**src/rtl/dec_enc_codec.sv**
```systemverilog
// Registered binary-to-one-hot decoder feeding a highest-priority one-hot/multi-hot encoder.
// loop_sel routes the decoder register into the encoder, giving a din -> enc_out self-test path.
module dec_enc_codec #(
  parameter int SEL_W = 3
) (
  input  logic                  clk,
  input  logic                  rst_n,
  input  logic                  en,
  input  logic [SEL_W-1:0]      din,
  input  logic [(1<<SEL_W)-1:0] enc_in,
  input  logic                  loop_sel,
  output logic [(1<<SEL_W)-1:0] dec_out,
  output logic [SEL_W-1:0]      enc_out,
  output logic                  enc_valid,
  output logic                  enc_multi
);

  localparam int N = 1 << SEL_W;

  // Highest set bit wins; an all-zero vector maps to index 0.
  function automatic logic [SEL_W-1:0] prio_idx(input logic [N-1:0] v);
    logic [SEL_W-1:0] idx;
    idx = '0;
    for (int i = 0; i < N; i++) begin
      if (v[i]) idx = SEL_W'(i);
    end
    return idx;
  endfunction

  // Clearing the lowest set bit leaves something only if more than one bit was set.
  function automatic logic is_multi(input logic [N-1:0] v);
    return |(v & (v - N'(1)));
  endfunction

  logic [N-1:0]     dec_nxt_p0;
  logic [N-1:0]     enc_src_p0;
  logic [SEL_W-1:0] enc_nxt_p0;
  logic             vld_nxt_p0;
  logic             multi_nxt_p0;

  always_comb begin
    dec_nxt_p0   = en ? (N'(1) << din) : '0;
    enc_src_p0   = loop_sel ? dec_out : enc_in;
    enc_nxt_p0   = en ? prio_idx(enc_src_p0) : '0;
    vld_nxt_p0   = en & (|enc_src_p0);
    multi_nxt_p0 = en & is_multi(enc_src_p0);
  end

  // p0 -> p1: all outputs registered; reset clears everything asynchronously
  always_ff @(posedge clk or negedge rst_n) begin
    if (!rst_n) begin
      dec_out   <= '0;
      enc_out   <= '0;
      enc_valid <= 1'b0;
      enc_multi <= 1'b0;
    end else begin
      dec_out   <= dec_nxt_p0;
      enc_out   <= enc_nxt_p0;
      enc_valid <= vld_nxt_p0;
      enc_multi <= multi_nxt_p0;
    end
  end

endmodule

```
**config.mk**
```make
export PLATFORM = sky130hd
export DESIGN_NAME = dec_enc_codec
export DESIGN_NICKNAME = d
export VERILOG_FILES = /design/src/rtl/dec_enc_codec.sv
export SDC_FILE = /design/constraint.sdc
export NUM_CORES = 1
export LEC_CHECK = 0
export ABC_CLOCK_PERIOD_IN_PS = 1400
export CAP_MARGIN = 0
export CORE_UTILIZATION = 44
export CTS_BUF_LIST = sky130_fd_sc_hd__clkbuf_2 sky130_fd_sc_hd__clkbuf_4 sky130_fd_sc_hd__clkbuf_8
export CTS_CLUSTER_SIZE = 20
export DETAILED_ROUTE_END_ITERATION = 8
export PLACE_DENSITY = 0.87
export SLEW_MARGIN = 0
export SYNTH_ARGS = -nofsm -noshare
export SYNTH_HDL_FRONTEND = slang
export SYNTH_SLANG_ARGS = --single-unit
```
**constraint.sdc**
```tcl
create_clock -name clk -period 1.4 [get_ports clk]
set_input_delay 0.42 -clock clk [delete_from_list [all_inputs] [get_ports clk]]
set_output_delay 0.42 -clock clk [all_outputs]
set_load 0.01 [all_outputs]
```
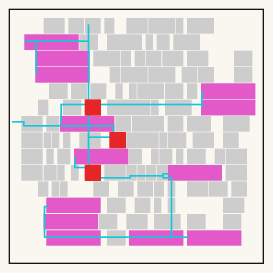
(clock wires, drivers and flops)
Scale: 6 px per um.
Red is cells driving clock nets, count 3. Magenta is flip-flops, count 13. Cyan is clock wires, length 153 um.
There are 4 routed clock nets.

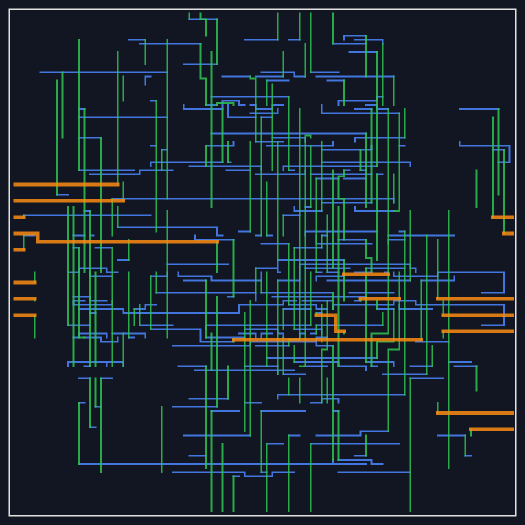
(routed metal, one colour a layer)
Scale: 12 px per um.
Green is met2, wire length 815 um. Blue is met1, wire length 709 um. Orange is met3, wire length 97.0 um.

==> run_results.csv <==
group,metric,value,unit
yosys,area_leaders,"sky130_fd_sc_hd__dfrtp_1 (46%), sky130_fd_sc_hd__nor2_1 (6.9%), sky130_fd_sc_hd__nor3_1 (5.0%)",
clock_network,cts-buffers-inserted,3,
clock_network,clock_sink_count,13,
final_layout,layout-drive-gt1-share,27.2,%
run,cap_violations,0,
final_layout,combAreaFraction,32.9,%
timing,worst_slack,-0.0217,ns
clock_network,cts_tree,"done",
timing,timing.final.setup_violations,1,
detailed_routing,final_antenna_net_count,0,
yosys,syn-num-nets,86,
yosys,synth_area_leader_cell,"sky130_fd_sc_hd__dfrtp_1",
run_status,status,"complete, but fails checks",
final_layout,final.clkbuf_count,4,
setup_path,timing.critical_path.depth,4,
yosys,yosysWarnings,0,
detailed_routing,drtIter0Drc,11,
setup_path,reg2reg_from,"dec_out[1]",
floorplan,chipWidth,42.1,um
detailed_routing,route.detailed.vias_per_inst,5.22,
timing,setup-tns-final,-0.0217,ns
setup_path,critical_path.endpoint,"enc_multi",
detailed_routing,drt_first_pass_iters,6,
global_route,largest_net_degree_at_the_start_of_global_routing,16,
setup_path,reg2reg_slack,0.02,ns
yosys,synthesis.instances,71,
setup_path,critPathLaunch,"enc_in[5]",
clock_network,worst_skew_pair.late_latency,0.26,ns
final_layout,buf_share,33.5,%
setup_path,worstPathCellList,"clkdlybuf4s50_1, o32a_1, a221oi_2, o22ai_1",
timing,minimum_clock_period_after_layout,1.42,ns
timing,report.final.slew_viol_count,0,
floorplan,io_pins,28,
run_status,violations,"setup timing",
place,gpl.final_weighted_congestion,0.818,
detailed_routing,drcViolationCount,0,
final_layout,ff_latch_area,325,um^2
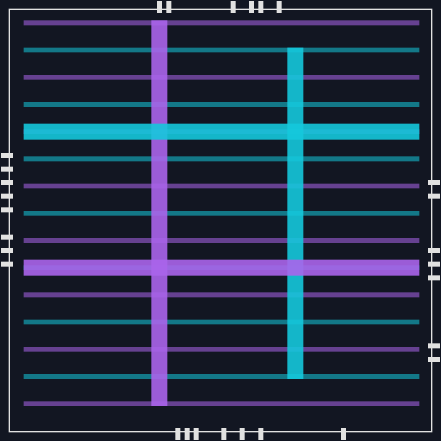
(power grid)
Scale: 10 px per um. Pins as bars on the die edge.
Cyan is VDD. Purple is VSS.
The core has 14 rows. 2 straps on met5. 15 met1 rails follow the rows. 28 signal pins sit on the boundary.

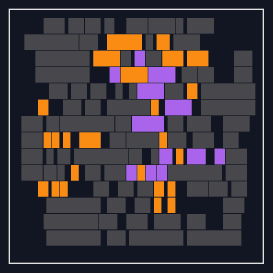
(gate-type map)
Scale: 6 px per um.
Orange is NOR gates, cells 24, most used nor2_1. Purple is inverting AOI/OAI gates, cells 12, where centre.

## registers in the layout, summed over array words and instances (netlist names)
| signal | cells |
|---|---|
| enc_valid | 1 |
| dec_out | 8 |
| enc_multi | 1 |
| enc_out | 3 |
## routing by layer
layer / vias to the layer above / track usage [%] / part of all wire (%)
met5: - / 0 / 0
met4: 0 / 3.75 / 0
met3: 0 / 4.74 / 6.0
met2: 23 / 34.1 / 50
met1: 313 / 28.4 / 44
li1: 342 / - / -
## cells in the final DEF (no fill, tap or decap), types with 3 or more instances in the layout
| master | count |
|---|---|
| sky130_fd_sc_hd__dfrtp_1 | 13 |
| sky130_fd_sc_hd__nand2b_1 | 4 |
| sky130_fd_sc_hd__dlymetal6s2s_1 | 5 |
| sky130_fd_sc_hd__nor3_2 | 3 |
| sky130_fd_sc_hd__nor3_1 | 4 |
| sky130_fd_sc_hd__nand2_1 | 5 |
| sky130_fd_sc_hd__nor2_1 | 13 |
| sky130_fd_sc_hd__buf_4 | 13 |
| sky130_fd_sc_hd__o21ai_0 | 3 |
| sky130_fd_sc_hd__dlygate4sd2_1 | 11 |
| sky130_fd_sc_hd__clkdlybuf4s50_1 | 8 |
| sky130_fd_sc_hd__a21oi_1 | 3 |
| sky130_fd_sc_hd__clkbuf_4 | 4 |
## repair_timing
item | CTS | global route
resized | 15 | 13
setup endpoints to repair | 18 | 7
buffers inserted | 2 | 1
pin swaps | 3 | 4
hold buffers | 0 | 0
## power by group
group	internal [mW]	switching, mW
clock network	0.129	0.114
registers	0.394	0.00543
logic	0.118	0.104
total	0.641	0.223
## cells by family after synthesis
kind of cell / share of synthesized area [%]
flip-flops: 46.0
multiplexers: 5.13
AND/OR/NAND/NOR: 25.5
AND-OR/OR-AND: 18.6
buffers and inverters: 4.78
Power figures rest on the tool's default switching activity, not on a simulated workload.
